$ cat src/rtl/tick_stretcher.sv
// Stretches single-cycle event ticks into visible pulses with a minimum low gap.
// Optional macro TICK_STRETCHER_RETRIGGER_EN: a tick during a pulse restarts its high time.
module tick_stretcher #(
  parameter int unsigned SYS_FREQ  = 100_000_000,
  parameter int unsigned ON_TIME   = 50,
  parameter int unsigned OFF_TIME  = 50,
  parameter int unsigned TIME_BASE = 1000,
  parameter int unsigned PEND_MAX  = 15,
  localparam int unsigned PW       = $clog2(PEND_MAX + 1)
) (
  input  logic          clk,
  input  logic          rst,
  input  logic          tick_in,
  output logic          pulse_out,
  output logic          busy,
  output logic [PW-1:0] pend_cnt,
  output logic          overflow
);

  localparam int unsigned ON_CYC  = SYS_FREQ / TIME_BASE * ON_TIME;
  localparam int unsigned OFF_CYC = SYS_FREQ / TIME_BASE * OFF_TIME;
  localparam int unsigned MAX_CYC = (ON_CYC > OFF_CYC) ? ON_CYC : OFF_CYC;
  localparam int unsigned TW      = (MAX_CYC > 1) ? $clog2(MAX_CYC) : 1;

  generate
    if (ON_CYC < 1 || OFF_CYC < 1) begin : g_bad_timing
      $error("tick_stretcher: ON_CYC and OFF_CYC must both be >= 1");
    end
  endgenerate

  typedef enum logic [1:0] {
    ST_IDLE = 2'd0,
    ST_ON   = 2'd1,
    ST_GAP  = 2'd2
  } state_e;

  state_e        state_q, state_d;
  logic [TW-1:0] timer_q, timer_d;
  logic [PW-1:0] pend_q, pend_d;
  logic          pulse_q, pulse_d;
  logic          busy_q, busy_d;
  logic          ovf_q, ovf_d;
  logic          queue_tick;

  always_ff @(posedge clk) begin
    if (rst) begin
      state_q <= ST_IDLE;
      timer_q <= '0;
      pend_q  <= '0;
      pulse_q <= 1'b0;
      busy_q  <= 1'b0;
      ovf_q   <= 1'b0;
    end else begin
      state_q <= state_d;
      timer_q <= timer_d;
      pend_q  <= pend_d;
      pulse_q <= pulse_d;
      busy_q  <= busy_d;
      ovf_q   <= ovf_d;
    end
  end

  // Next state; ticks not consumed by a pulse start fall through to the queue.
  always_comb begin
    state_d    = state_q;
    timer_d    = timer_q;
    pend_d     = pend_q;
    ovf_d      = 1'b0;
    queue_tick = 1'b0;

    case (state_q)
      ST_IDLE: begin
        if (tick_in) begin
          state_d = ST_ON;
          timer_d = '0;
        end
      end
      ST_ON: begin
`ifdef TICK_STRETCHER_RETRIGGER_EN
        if (tick_in) begin
          timer_d = '0;
        end else if (timer_q == TW'(ON_CYC - 1)) begin
          state_d = ST_GAP;
          timer_d = '0;
        end else begin
          timer_d = timer_q + TW'(1);
        end
`else
        queue_tick = tick_in;
        if (timer_q == TW'(ON_CYC - 1)) begin
          state_d = ST_GAP;
          timer_d = '0;
        end else begin
          timer_d = timer_q + TW'(1);
        end
`endif
      end
      ST_GAP: begin
        if (timer_q == TW'(OFF_CYC - 1)) begin
          timer_d = '0;
          if (pend_q != '0) begin
            state_d    = ST_ON;
            pend_d     = pend_q - PW'(1);
            queue_tick = tick_in;
          end else if (tick_in) begin
            state_d = ST_ON;
          end else begin
            state_d = ST_IDLE;
          end
        end else begin
          timer_d    = timer_q + TW'(1);
          queue_tick = tick_in;
        end
      end
      default: begin
        state_d = ST_IDLE;
        timer_d = '0;
      end
    endcase

    // A decrement in the same cycle always leaves room, so no overflow then.
    if (queue_tick) begin
      if (pend_d < PW'(PEND_MAX)) begin
        pend_d = pend_d + PW'(1);
      end else begin
        ovf_d = 1'b1;
      end
    end
  end

  assign pulse_d = (state_d == ST_ON);
  assign busy_d  = (state_d != ST_IDLE);

  assign pulse_out = pulse_q;
  assign busy      = busy_q;
  assign pend_cnt  = pend_q;
  assign overflow  = ovf_q;

endmodule

$ cat config.mk
export PLATFORM = sky130hd
export DESIGN_NAME = tick_stretcher
export DESIGN_NICKNAME = d
export VERILOG_FILES = /design/src/rtl/tick_stretcher.sv
export SDC_FILE = /design/constraint.sdc
export NUM_CORES = 1
export LEC_CHECK = 0
export CAP_MARGIN = 25
export CORE_ASPECT_RATIO = 1.75
export CORE_MARGIN = 2
export CORE_UTILIZATION = 63
export CTS_CLUSTER_SIZE = 28
export DETAILED_ROUTE_END_ITERATION = 16
export PLACE_DENSITY_LB_ADDON = 0.15
export SLEW_MARGIN = 10
export SYNTH_ARGS = -nofsm -noshare
export SYNTH_HDL_FRONTEND = slang
export SYNTH_SLANG_ARGS = --single-unit
$ cat constraint.sdc
create_clock -name clk -period 7.5 [get_ports clk]
set_clock_uncertainty 0.2 [all_clocks]
set_input_delay 1.5 -clock clk [delete_from_list [all_inputs] [get_ports clk]]
set_output_delay 1.5 -clock clk [all_outputs]
set_load 0.005 [all_outputs]
Run 1, I/O nets highlighted:
(8 px per um)
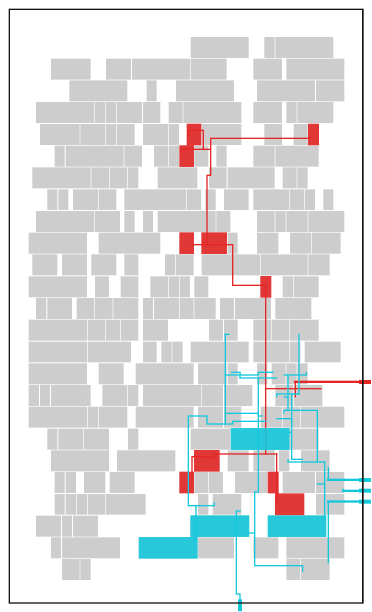
legend:
  `pend_cnt`:
    color: cyan
    direction: output
    edge: 3 east, 1 south
    end_cells: 4
    buffers: 4
    wire: 177 um
  `rst`:
    color: red
    direction: input
    edge: east
    end_cells: 10
    buffers: 1
    wire: 109 um
port buffer count: 9
Ports: 10

Run 1, routing congestion:
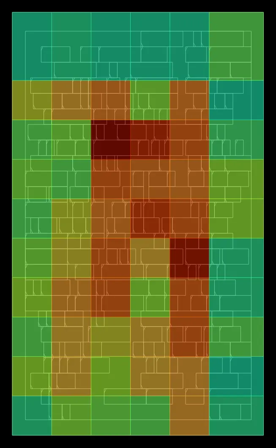
met1 Usage GRT: 26.3%
met2 usage: 47.9%
grt peak-use layer: met2

==> results.tsv, run 1 <==
metric	value	unit
status	finished, final reports clean	
synthesized area per cell	8.87	um^2
yosys simple share	31.3	%
final hold viol count	0	
Routed met2 length	2010	um
CP max stage cell	nor2b_1	
Synth area leader	dfxtp_1	
post-route cell area	0.00196	mm^2
Seq area share	32.6	%
wire length of the first global-routing pass	6310	um
part of the power in registers	50.9	%
CP max stage delay	0.65	ns
clock power share	41.2	%
Stages on worst setup path	7	
max-slew violation count	0	
design internal power	265	uW
Max Used Layer	met4	
number of non-clock buffers	9	
Final Power	342	uW
crit path from	tick_in	
Final nets	221	
DP Wirelength	2810	um
NetSw	77.4	uW
Hold Crit Start	timer_q[1]	
Top delay family on crit path	simple AND/OR/NAND/NOR gates	
Comb area	0.00107	mm^2
Non-clock buffer share	4.59	%
Setup-failing EPs final	0	
vias in the first global route	1412	
Post-CTS Resized	0	
RD Place Congestion	0.891	
chip height	74.0	um
# fillers	228	
Clk. pwr	141	uW
max frequency	284	MHz
Slew HR	47.6	%
total clock sinks	32	
Hold WS	0.293	ns
async set-reset flop share out of synthesis	0	%
Max-area cell share	36.3	%
Routed Antenna Nets	0	
critical path launch point type	primary input	
largest net degree at the start of global routing	20	
Top reg by flops	timer_q	
initial antenna violation count	0	
flip-flops	32	
postcts setup bufs	0	
Cell Area, Placed	0.00187	mm^2
Largest register FFs	23	
Worst Setup Path Type	primary input to flip-flop	
Yosys Instances	199	
worst path cell trace	clkdlybuf4s50_1 -> nor2b_1 -> nor2_1 -> and3_1 -> nand3_1 -> xor2_1 -> nor2_1	
CTS clk-pin slew, worst paths	0.07	ns
Comb pwr share	7.9	%
most frequent CP cell	nor2_1	
ant diodes	0	
setup tns final	0	ns
CP arrival	3.48	ns
hold buffers post-CTS	0	
pwr/cell area	174	mW/mm^2
CTS Buffer Depth	2	
drt drc	0	
Run 1, gate families picked out:
(6 px per um)
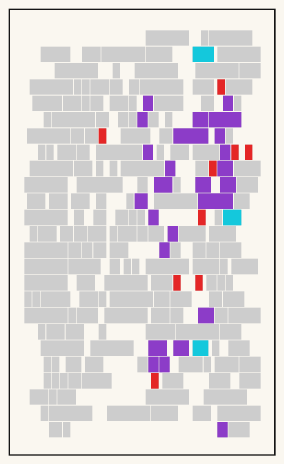
legend:
  inverters:
    color: red
    cells: 9
    most_used: inv_1
  inverting AOI/OAI gates:
    color: purple
    cells: 25
    most_used: a21oi_1
  AND-OR and OR-AND gates:
    color: cyan
    cells: 3
fin cells: 238
Comb area share: 54.5%

Run 1, routed metal per tile:
(6 px per um) The die is cut into 9 by 15 equal tiles; white is low, dark blue is high, scaled to the fullest tile. Values are wire area over tile area, all layers added.
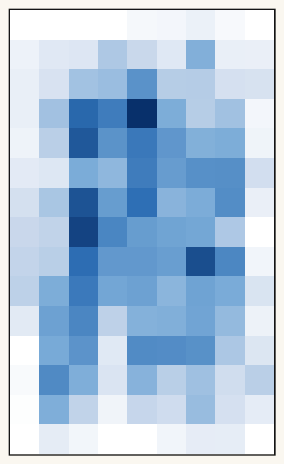
densest ninth of the die: center
fullest tile: 0.51
tiles over half the peak: 30%
drt total wl: 3620 um
GRT Util Overall: 25.9%
vias after detailed routing: 1457

Run 1, clock network drawn from the DEF:
(8 px per um)
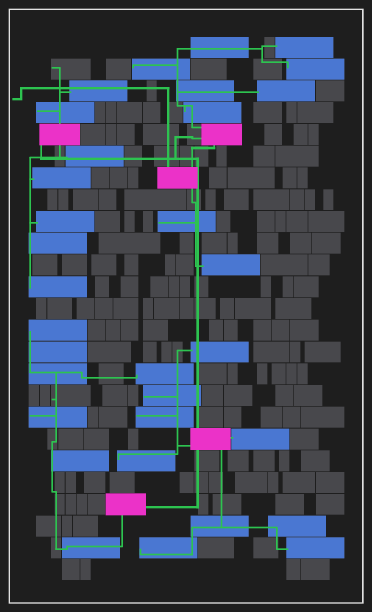

==> run 2: changes to the inputs <==
CORE_UTILIZATION = 58   (was 63)
clock period = 3.4 ns   (was 7.5 ns; I/O delays follow)
Run 2, clock network drawn from the DEF:
(8 px per um)
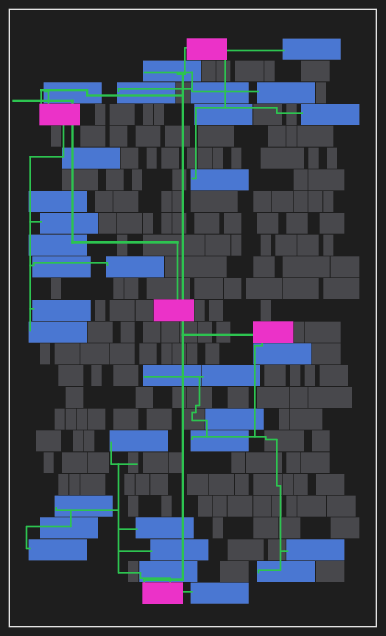
legend:
  clock drivers:
    color: magenta
    count: 5
  clock wires:
    color: green
    length: 391 um
  flip-flops:
    color: blue
    count: 32
routed clock nets: 6
Late-Pin Clk Latency: 0.29 ns
clock power share: 39.7%
Clk. pwr: 293 uW

Run 2, gate families picked out:
(6 px per um)
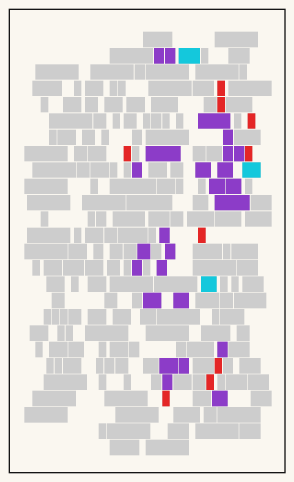
legend:
  inverting AOI/OAI gates:
    color: purple
    cells: 25
    most_used: a21oi_1
  inverters:
    color: red
    cells: 9
    most_used: inv_1
  AND-OR and OR-AND gates:
    color: cyan
    cells: 3

Run 2, I/O nets highlighted:
(8 px per um)
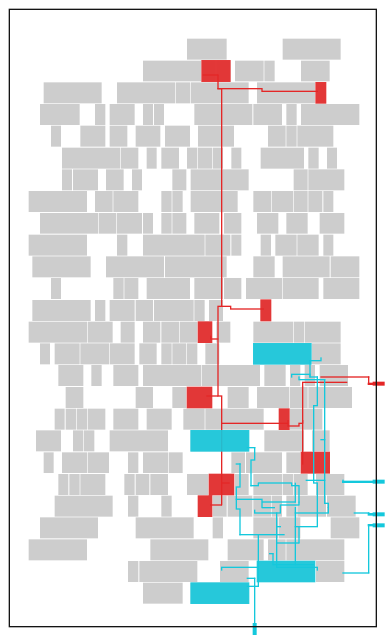

==> run 2 against run 1 <==
Setup slack worse by 3.5 ns. Global-route usage down 2.0 points. Critical path depth is 2 higher. First-iteration DRC count is 30% higher. Register-to-register slack worse by 4.0 ns. Count of clock-buffer cells in the layout is 1 higher. Die area is 8.0% higher. Area after synthesis unchanged. Largest cell class unchanged. Highest routed layer unchanged.
==> results.tsv, run 2 <==
metric	value	unit
status	finished, final reports clean	
CP arrival	2.92	ns
port buffer count	9	
grt peak-use layer	met2	
largest net degree at the start of global routing	20	
post-route cell area	0.00197	mm^2
Final nets	222	
Comb pwr share	8.2	%
final hold viol count	0	
total clock sinks	32	
RD Place Congestion	0.859	
Cell Area, Placed	0.00188	mm^2
Yosys warning count	0	
vias in the first global route	1441	
Max Used Layer	met4	
met1 Usage GRT	23.7	%
Synth area leader	dfxtp_1	
# fillers	245	
Top reg by flops	timer_q	
part of the power in registers	52.1	%
Comb area share	54.4	%
NetSw	169	uW
postcts setup bufs	0	
max-slew violation count	0	
GRT Util Overall	23.9	%
max frequency	342	MHz
ant diodes	0	
CTS clk-pin slew, worst paths	0.06	ns
pwr/cell area	375	mW/mm^2
Non-clock buffer share	4.96	%
hold buffers post-CTS	0	
number of non-clock buffers	10	
chip height	77.0	um
drt total wl	3710	um
Top delay family on crit path	simple AND/OR/NAND/NOR gates	
critical path launch point type	flip-flop	
worst path cell trace	nor4b_2 -> and4_1 -> nand4_2 -> xnor2_1 -> ha_1 -> and3_1 -> mux2i_1 -> a21oi_1 -> a311oi_1	
CP max stage delay	0.41	ns
DP Wirelength	2790	um
Worst Setup Path Type	flip-flop to flip-flop	
Yosys Instances	199	
async set-reset flop share out of synthesis	0	%
Max-area cell share	36.3	%
met2 usage	41.4	%
crit path from	timer_q[12]	
Final Power	738	uW
synthesized area per cell	8.87	um^2
yosys simple share	31.3	%
drt drc	0	
Ports	10	
Stages on worst setup path	9	
CP max stage cell	and4_1	
Largest register FFs	23	
==> run 3: changes to the inputs <==
CAP_MARGIN = unset   (was 25)
Run 3, routed metal per tile:
(6 px per um) The die is cut into 9 by 15 equal tiles; white is low, dark blue is high, scaled to the fullest tile. Values are wire area over tile area, all layers added.
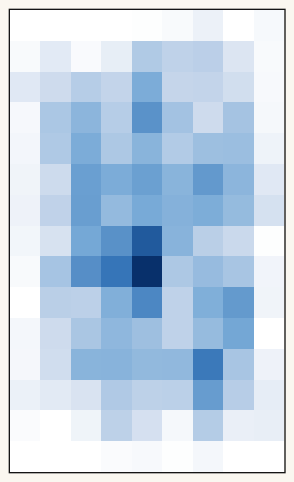
emptiest ninth of the die: south-west
nearly empty tiles: 12%
tiles over half the peak: 13%
fullest tile: 0.64
mean over tiles: 0.17

Run 3, I/O nets highlighted:
(8 px per um)
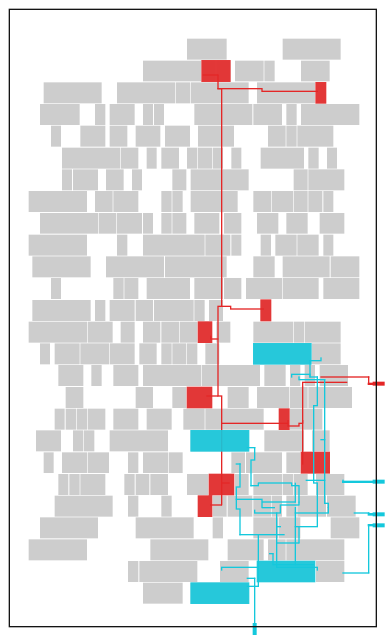

Run 3, routing congestion:
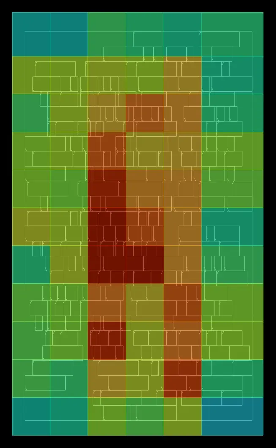
drt wl/cell: 15.4 um
GRT Util Overall: 23.9%
met2 usage: 41.4%

==> run 3 against run 2 <==
Maximum frequency did not move. Wire length did not move. Non-clock buffer count did not move. Flip-flop count did not move. Sequential power barely moved. Clock power barely moved.
==> results.tsv, run 3 <==
metric	value	unit
Comb area share	54.4	%
status	finished, final reports clean	
Setup-failing EPs final	0	
max frequency	342	MHz
Post-CTS Resized	0	
design internal power	569	uW
fin cells	241	
flip-flops	32	
chip height	77.0	um
Ports	10	
hold buffers post-CTS	0	
Synth area leader	dfxtp_1	
largest net degree at the start of global routing	20	
worst path cell trace	nor4b_2 -> and4_1 -> nand4_2 -> xnor2_1 -> ha_1 -> and3_1 -> mux2i_1 -> a21oi_1 -> a311oi_1	
port buffer count	9	
CP arrival	2.92	ns
Comb area	0.00107	mm^2
Comb pwr share	8.2	%
drt drc	0	
postcts setup bufs	0	
Non-clock buffer share	4.96	%
Routed Antenna Nets	0	
Yosys warning count	0	
Final nets	222	
total clock sinks	32	
CP max stage delay	0.41	ns
number of non-clock buffers	10	
Clk. pwr	293	uW
synthesized area per cell	8.87	um^2
pwr/cell area	375	mW/mm^2
Seq area share	32.6	%
drt total wl	3710	um
grt peak-use layer	met2	
Routed met2 length	2070	um
Cell Area, Placed	0.00188	mm^2
post-route cell area	0.00197	mm^2
CTS Buffer Depth	2	
Power and IR drop assume default switching activity.
